`config.mk`:
```
export PLATFORM = sky130hd
export DESIGN_NAME = aperture_xlate
export DESIGN_NICKNAME = d
export VERILOG_FILES = /design/src/rtl/aperture_xlate.sv
export SDC_FILE = /design/constraint.sdc
export NUM_CORES = 1
export LEC_CHECK = 0
export CORE_AREA = 8 8 284 286
export DETAILED_ROUTE_END_ITERATION = 6
export DIE_AREA = 0 0 292 294
export GPL_TIMING_DRIVEN = 0
export HOLD_SLACK_MARGIN = 0.03
export SETUP_SLACK_MARGIN = 0.02
export SKIP_CTS_REPAIR_TIMING = 1
export SYNTH_ARGS = -nofsm -noshare
export SYNTH_HDL_FRONTEND = slang
export SYNTH_SLANG_ARGS = --single-unit
```
`constraint.sdc`:
```
create_clock -name clk -period 9.4 [get_ports clk]
set_clock_uncertainty 0.2 [all_clocks]
set_input_delay 1.41 -clock clk [delete_from_list [all_inputs] [get_ports clk]]
set_output_delay 1.41 -clock clk [all_outputs]
set_load 0.005 [all_outputs]
```
`src/rtl/aperture_xlate.sv`:
```
// aperture_xlate
// Picks the lowest-indexed aperture that hits, translates the A8 address
// into an SDRAM byte address, and runs one req/ack transaction per A8 bus
// cycle. Read data goes back to the A8 bus mux. A timeout stops a hung
// controller from stalling the bus.

module aperture_xlate #(
    parameter int          NUM_AP   = 16,
    parameter int          TIMEOUT  = 64,
    parameter logic [7:0]  CFG_PAGE = 8'hD6
) (
    input  logic                  clk,
    input  logic                  rst,
    input  logic                  a8_rw_n,
    input  logic [15:0]           a8_addr,
    input  logic [7:0]            a8_data,
    input  logic                  aValid,
    input  logic                  wValid,
    input  logic [NUM_AP-1:0]     apHit,
    input  logic [32*NUM_AP-1:0]  apBase,
    input  logic [8*NUM_AP-1:0]   apLo,
    output logic                  sdReq,
    output logic                  sdWe,
    output logic [31:0]           sdAddr,
    output logic [7:0]            sdWData,
    input  logic                  sdAck,
    input  logic [7:0]            sdRData,
    output logic [7:0]            rdData,
    output logic                  rdValid,
    output logic                  busy,
    output logic                  timeoutErr
);

    localparam int IDX_W = (NUM_AP > 1) ? $clog2(NUM_AP) : 1;
    localparam int CNT_W = $clog2(TIMEOUT);
    localparam logic [CNT_W-1:0] CNT_LAST = CNT_W'(TIMEOUT - 1);

    typedef enum logic [1:0] {
        ST_IDLE = 2'd0,
        ST_REQ  = 2'd1,
        ST_DONE = 2'd2
    } state_t;

    state_t            state_r;
    logic [CNT_W-1:0]  cnt_r;

    logic              hit_s;
    logic              start_s;
    logic [IDX_W-1:0]  sel_s;
    logic [31:0]       base_sel_s;
    logic [7:0]        lo_sel_s;
    logic [7:0]        off_s;
    logic [31:0]       xlate_s;

    // Lowest set bit wins; scanning downward leaves the smallest index last.
    function automatic logic [IDX_W-1:0] pick_lowest(input logic [NUM_AP-1:0] hits);
        logic [IDX_W-1:0] idx;
        idx = {IDX_W{1'b0}};
        for (int i = NUM_AP - 1; i >= 0; i--) begin
            if (hits[i]) begin
                idx = IDX_W'(i);
            end
        end
        return idx;
    endfunction

    // Decode qualifier, winner selection and address translation.
    always_comb begin
        hit_s      = (|apHit) & (a8_addr[15:8] != CFG_PAGE);
        sel_s      = pick_lowest(apHit);
        base_sel_s = apBase[{sel_s, 5'b00000} +: 32];
        lo_sel_s   = apLo[{sel_s, 3'b000} +: 8];
        off_s      = a8_addr[15:8] - lo_sel_s;
        xlate_s    = base_sel_s + {16'h0000, off_s, a8_addr[7:0]};
        if (aValid && hit_s && (a8_rw_n || wValid)) begin
            start_s = 1'b1;
        end else begin
            start_s = 1'b0;
        end
    end

    // Transaction FSM with all outputs registered.
    always_ff @(posedge clk) begin
        if (rst) begin
            state_r    <= ST_IDLE;
            cnt_r      <= {CNT_W{1'b0}};
            sdReq      <= 1'b0;
            sdWe       <= 1'b0;
            sdAddr     <= 32'h0000_0000;
            sdWData    <= 8'h00;
            rdData     <= 8'hFF;
            rdValid    <= 1'b0;
            timeoutErr <= 1'b0;
        end else begin
            timeoutErr <= 1'b0;
            case (state_r)
                ST_IDLE: begin
                    cnt_r   <= {CNT_W{1'b0}};
                    rdValid <= 1'b0;
                    if (start_s) begin
                        state_r <= ST_REQ;
                        sdReq   <= 1'b1;
                        sdAddr  <= xlate_s;
                        sdWe    <= ~a8_rw_n;
                        if (!a8_rw_n) begin
                            sdWData <= a8_data;
                        end else begin
                            sdWData <= sdWData;
                        end
                    end else begin
                        state_r <= ST_IDLE;
                    end
                end
                ST_REQ: begin
                    if (sdAck) begin
                        // An ack in the last allowed cycle still wins over the timeout.
                        state_r <= ST_DONE;
                        sdReq   <= 1'b0;
                        cnt_r   <= {CNT_W{1'b0}};
                        if (!sdWe) begin
                            rdData <= sdRData;
                        end else begin
                            rdData <= rdData;
                        end
                    end else if (cnt_r == CNT_LAST) begin
                        state_r    <= ST_DONE;
                        sdReq      <= 1'b0;
                        cnt_r      <= {CNT_W{1'b0}};
                        timeoutErr <= 1'b1;
                        if (!sdWe) begin
                            rdData <= 8'hFF;
                        end else begin
                            rdData <= rdData;
                        end
                    end else begin
                        cnt_r <= cnt_r + {{(CNT_W-1){1'b0}}, 1'b1};
                    end
                end
                ST_DONE: begin
                    // Stay here for the rest of the A8 cycle so only one
                    // transaction is issued per bus cycle.
                    if (aValid) begin
                        rdValid <= ~sdWe;
                    end else begin
                        state_r <= ST_IDLE;
                        rdValid <= 1'b0;
                        rdData  <= 8'hFF;
                    end
                end
                default: begin
                    state_r <= ST_IDLE;
                    cnt_r   <= {CNT_W{1'b0}};
                    sdReq   <= 1'b0;
                    rdValid <= 1'b0;
                    rdData  <= 8'hFF;
                end
            endcase
        end
    end

    assign busy = (state_r != ST_IDLE);

endmodule

```
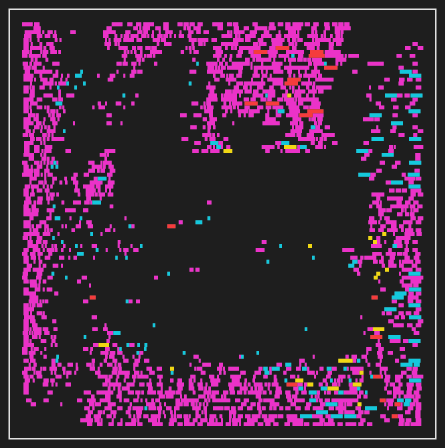
Run 1: cell sizes after repair
_0 and _1 cells: drawn in magenta, cells 2147, most used clkdlybuf4s50_1. _3 and _4 cells: drawn in yellow, cells 20. _2 cells: drawn in cyan, cells 125, most used clkbuf_2. _6 and larger: drawn in red, cells 21, most used clkbuf_16.
fin worst setup slack: 0.427 ns
Design Area, Final: 18900 µm²
Area growth, synth to finish: 95.1%
Signal buffers: 863

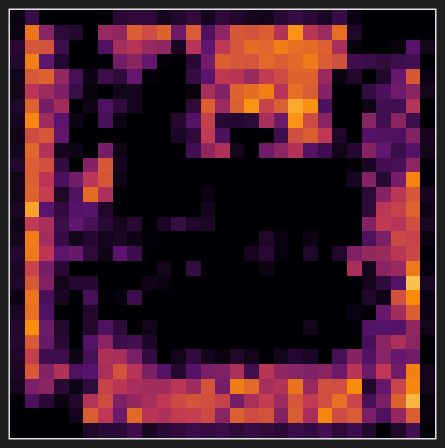
Run 1: cell density map
29 x 29 tiles, from black (low) to pale yellow (high), 0 to 100% covered.
The fullest tile reaches 87%. The densest ninth of the die: north. The mean over all tiles is 21%. The emptiest ninth of the die: centre.
core area: 76400 µm²
Core Util, Final: 24.7%

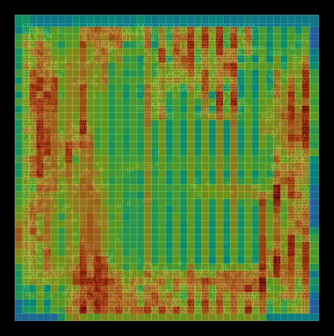
Run 1: routing congestion map
gr usage total: 20.1%
GRT busiest layer: met2
WL per Instance: 27.6 µm
global routing usage on met2: 38.5%

==> qor.yml, run 1 <==
outcome: "completed"
rrSetupSlack_ns: 6.74
met3_usage_pct: 4.87
dp_hpwl_mm: 80.0
internal_power_w: 0.00108
comb_share_pct: 42.1
final_nets: 3029
finalCritPeriodShare_pct: 95.5
n_antenna_cell: 10
max_freq_ghz: 0.111
report.power.total_w: 0.00180
power_frac_seq_pct: 16.1
edf_count: 0
wl_met1_mm: 34.7
die-area_um2: 85800
synthCells: 1555
yosysMostFrequentCell: "nand2_1"
vias_per_cell: 4.54
startpoint: "apHit[5]"
whs_path_depth: 2
synth_nets: 2275
synth_compound_gate_area_share_pct: 20.2
power_density_nw_per_um2: 95.5
max_stage_delay_ns: 0.59
cts_tree: "done"
worstReg2RegStart: "state_r[0]"
yosysTopAreaCell: "nand2_1"
yosys_cells: 1555
final_layout_top_logic_cells: "clkdlybuf4s50_1 (745), nand2_1 (505), nand3_1 (248)"
critPathKind: "in -> reg"
yosys.stat.seqShare_pct: 12.4
worst-path-buf-inv: 6
rsz0062_at_grt: "no"
buf_share_pct: 42.8
initCoreUtil_pct: 12.7
ys_sh_simple_pct: 45.0
flops: 60
power_frac_comb_pct: 65.0
maxSlewViolCount: 0
mi_logic_area_um2: 7950
Run 1, cell classes on the final placement:
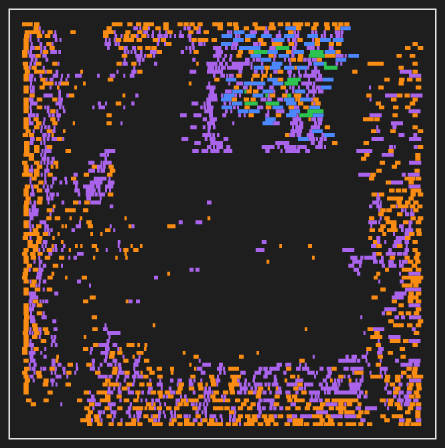

==> run 2, diff against run 1 <==
--- a/config.mk
+++ b/config.mk
@@ -10,6 +10,7 @@
 export DIE_AREA = 0 0 292 294
 export GPL_TIMING_DRIVEN = 0
 export HOLD_SLACK_MARGIN = 0.03
+export PLACE_DENSITY = 0.39
 export SETUP_SLACK_MARGIN = 0.02
 export SKIP_CTS_REPAIR_TIMING = 1
 export SYNTH_ARGS = -nofsm -noshare
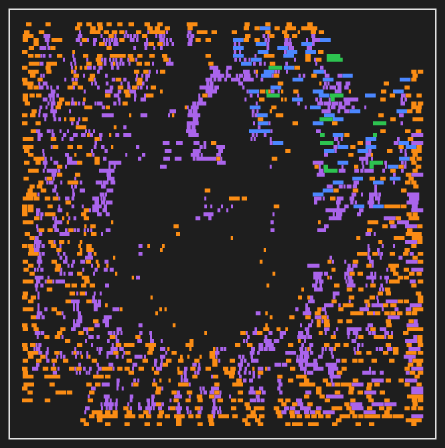
Run 2: cell classes on the final placement
other buffers and delay cells: drawn in orange, cells 865. clock drivers and dummy loads: drawn in green, cells 16. flops: drawn in blue, cells 60. combinational and other logic: drawn in purple, cells 1375.
Cell Rows: 102
Core Util, Final: 24.7%

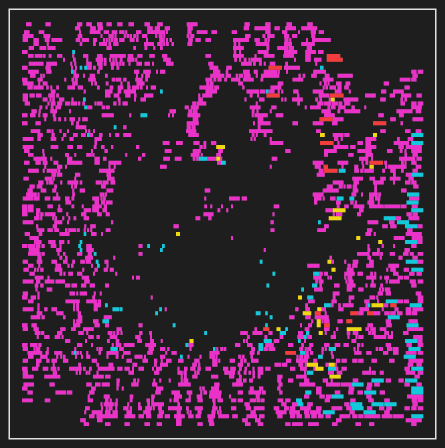
Run 2: cell sizes after repair
_2 cells: drawn in cyan, cells 106, most used mux4_2. _3 and _4 cells: drawn in yellow, cells 27, most used buf_4. _6 and larger: drawn in red, cells 19, most used clkbuf_16. _0 and _1 cells: drawn in magenta, cells 2164, most used clkdlybuf4s50_1.
Signal buffers: 865
Area growth, synth to finish: 94.9%

==> run 2 against run 1 <==
Sequential power hardly changed. Core utilization hardly changed. Non-clock buffer count is 2 higher. Critical endpoint is now sdAddr[25]. Maximum frequency is 0.26% higher.
==> qor.yml, run 2 <==
edf_count: 0  # unchanged
yosys.stat.seqShare_pct: 12.4  # unchanged
n_antenna_cell: 18  # +8
core_um2: 76400  # unchanged
layout_top_cell: "clkdlybuf4s50_1"
critPathKind: "in -> reg"
startpoint: "apHit[14]"
ys_sh_simple_pct: 45.0  # unchanged
final_nets: 3031  # +0.066%
whs_path_depth: 2  # unchanged
maxSlewViolCount: 0  # unchanged
synthCells: 1555  # unchanged
initCoreUtil_pct: 12.7  # unchanged
drive_gt1_share_pct: 6.56
worstReg2RegStart: "state_r[0]"
power_frac_seq_pct: 16.2  # about the same
mi_logic_area_um2: 7930  # -0.25%
met3_usage_pct: 6.33  # +1.5 points
logic_gates: 1353
yosysTopAreaCell: "nand2_1"
synth_nets: 2275  # unchanged
largestClassByArea: "non-clock buffers"
design_area_um2: 18900  # -0.11%
report.power.total_w: 0.00180  # -0.39%
comb_share_pct: 42.0  # -0.059 points
track_usage_pct: 20.4  # +0.32 points
buf_share_pct: 42.8  # about the same
grt_busiest_layer: "met2"
die-area_um2: 85800  # unchanged
cts_tree: "done"
flops: 60  # unchanged
wl_per_cell_um: 27.8  # +0.88%
finalCritPeriodShare_pct: 95.2  # -0.25 points
worst-path-buf-inv: 7  # +1
rrSetupSlack_ns: 6.55  # -0.19 ns
grt_util_met2_pct: 37.9  # -0.54 points
outcome: "completed"
power_frac_comb_pct: 65.1  # about the same
internal_power_w: 0.00106  # -2.0%
yosysMostFrequentCell: "nand2_1"
wl_met1_mm: 34.3  # -1.0%
yosys_cells: 1555  # unchanged
synth_compound_gate_area_share_pct: 20.2  # unchanged
power_density_nw_per_um2: 95.2  # -0.28%
dp_hpwl_mm: 80.9  # +1.1%
max_stage_delay_ns: 0.54  # -0.05 ns
vias_per_cell: 4.53  # -0.32%
timing.final.ws_setup_ns: 0.451  # +0.0233 ns
Run 2, sequential cells grouped by signal name:
Other sequential cells in the stronger grey, the rest of the logic in the fainter grey.
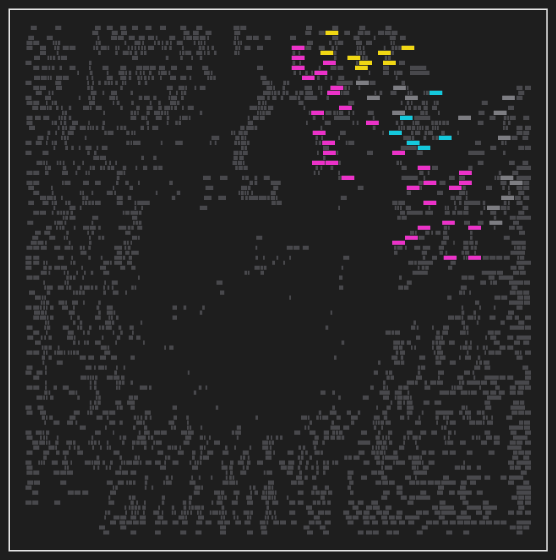

==> run 3, diff against run 2 <==
--- a/config.mk
+++ b/config.mk
@@ -5,9 +5,9 @@
 export SDC_FILE = /design/constraint.sdc
 export NUM_CORES = 1
 export LEC_CHECK = 0
-export CORE_AREA = 8 8 284 286
+export CORE_AREA = 8 8 281 283
 export DETAILED_ROUTE_END_ITERATION = 6
-export DIE_AREA = 0 0 292 294
+export DIE_AREA = 0 0 289 291
 export GPL_TIMING_DRIVEN = 0
 export HOLD_SLACK_MARGIN = 0.03
 export PLACE_DENSITY = 0.39
==> constraint.sdc (replaced) <==
create_clock -name clk -period 11 [get_ports clk]
set_clock_uncertainty 0.2 [all_clocks]
set_input_delay 1.65 -clock clk [delete_from_list [all_inputs] [get_ports clk]]
set_output_delay 1.65 -clock clk [all_outputs]
set_load 0.005 [all_outputs]
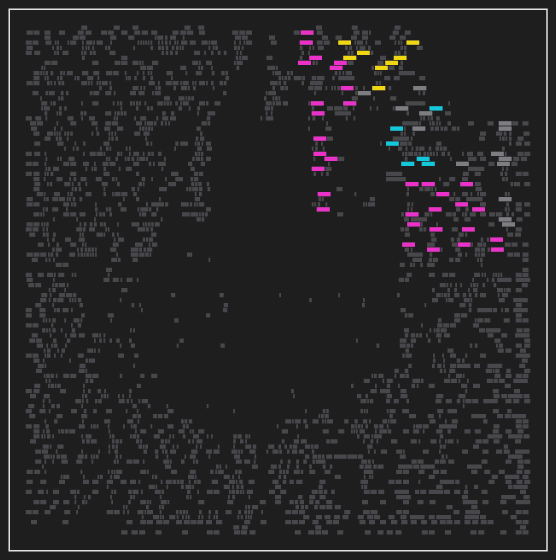
Run 3: sequential cells grouped by signal name
Other sequential cells in the stronger grey, the rest of the logic in the fainter grey.
sdWData: drawn in yellow, placed flops 8. sdAddr: drawn in magenta, placed flops 32. cnt_r: drawn in cyan, placed flops 6, where north-east.
Seq area share: 6.42%
P_seq: 0.000249 W
Core Util, Final: 25.0%
storage element area: 1200 µm²

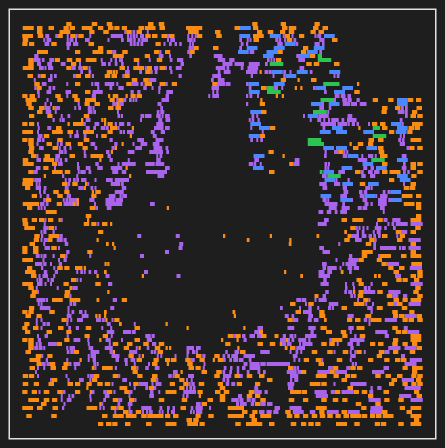
Run 3: cell classes on the final placement
other buffers and delay cells: drawn in orange, cells 864. flops: drawn in blue, cells 60. combinational and other logic: drawn in purple, cells 1375. clock drivers and dummy loads: drawn in green, cells 15.
Design Area, Final: 18700 µm²
Cell Rows: 101
core area: 74800 µm²

==> run 3 against run 2 <==
First-iteration DRC count grew 10%. Sequential power shrank 14%. Global-route usage shrank 0.11 points. Power shrank 15%. Wire length shrank 2.9%. Synthesized cell count is the same. Sequential share of layout area is essentially flat. Via count shrank 1.3%.
==> qor.yml, run 3 <==
whs_path_depth: 2  # unchanged
internal_power_w: 0.000922  # -13%
wl_per_cell_um: 27.2  # -2.3%
largest_register_ffs: 32
die-area_um2: 84100  # -2.0%
wl_met2_mm: 48.2
grt_util_met2_pct: 39.6  # +1.7 points
drive_gt1_share_pct: 4.80  # -1.8 points
synthCells: 1555  # unchanged
timing.final.ws_setup_ns: 0.650  # +0.199 ns
yosys_cells: 1555  # unchanged
buffers_excl_clock: 864  # -0.12%
power_density_nw_per_um2: 81.6  # -14%
ys_sh_simple_pct: 45.0  # unchanged
worstReg2RegStart: "state_r[0]"
maxSlewViolCount: 0  # unchanged
track_usage_pct: 20.3  # -0.11 points
n_antenna_cell: 11  # -7
report.power.total_w: 0.00153  # -15%
synth_nets: 2275  # unchanged
flops: 60  # unchanged
rrSetupSlack_ns: 8.22  # +1.67 ns
power_frac_seq_pct: 16.3  # about the same
yosysMostFrequentCell: "nand2_1"
worst-path-buf-inv: 8  # +1
initCoreUtil_pct: 12.9  # +0.28 points
area_growth_pct: 93.4
comb_share_pct: 42.0  # about the same
num_tap_cells: 978
power_frac_comb_pct: 63.5  # -1.6 points
outcome: "completed"
layout_top_cell: "clkdlybuf4s50_1"
buf_share_pct: 42.7  # -0.060 points
largestClassByArea: "non-clock buffers"
edf_count: 0  # unchanged
clock_area_share_pct: 1.74
vias_per_cell: 4.49  # -0.74%
met3_usage_pct: 4.94  # -1.4 points
grt_busiest_layer: "met2"
yosys.stat.seqShare_pct: 12.4  # unchanged
final_nets: 3030  # -0.033%
logic_gates: 1353  # unchanged
dp_hpwl_mm: 79.2  # -2.1%
cts_tree: "done"
No activity file was given, so power comes from the tool's default toggle rates.
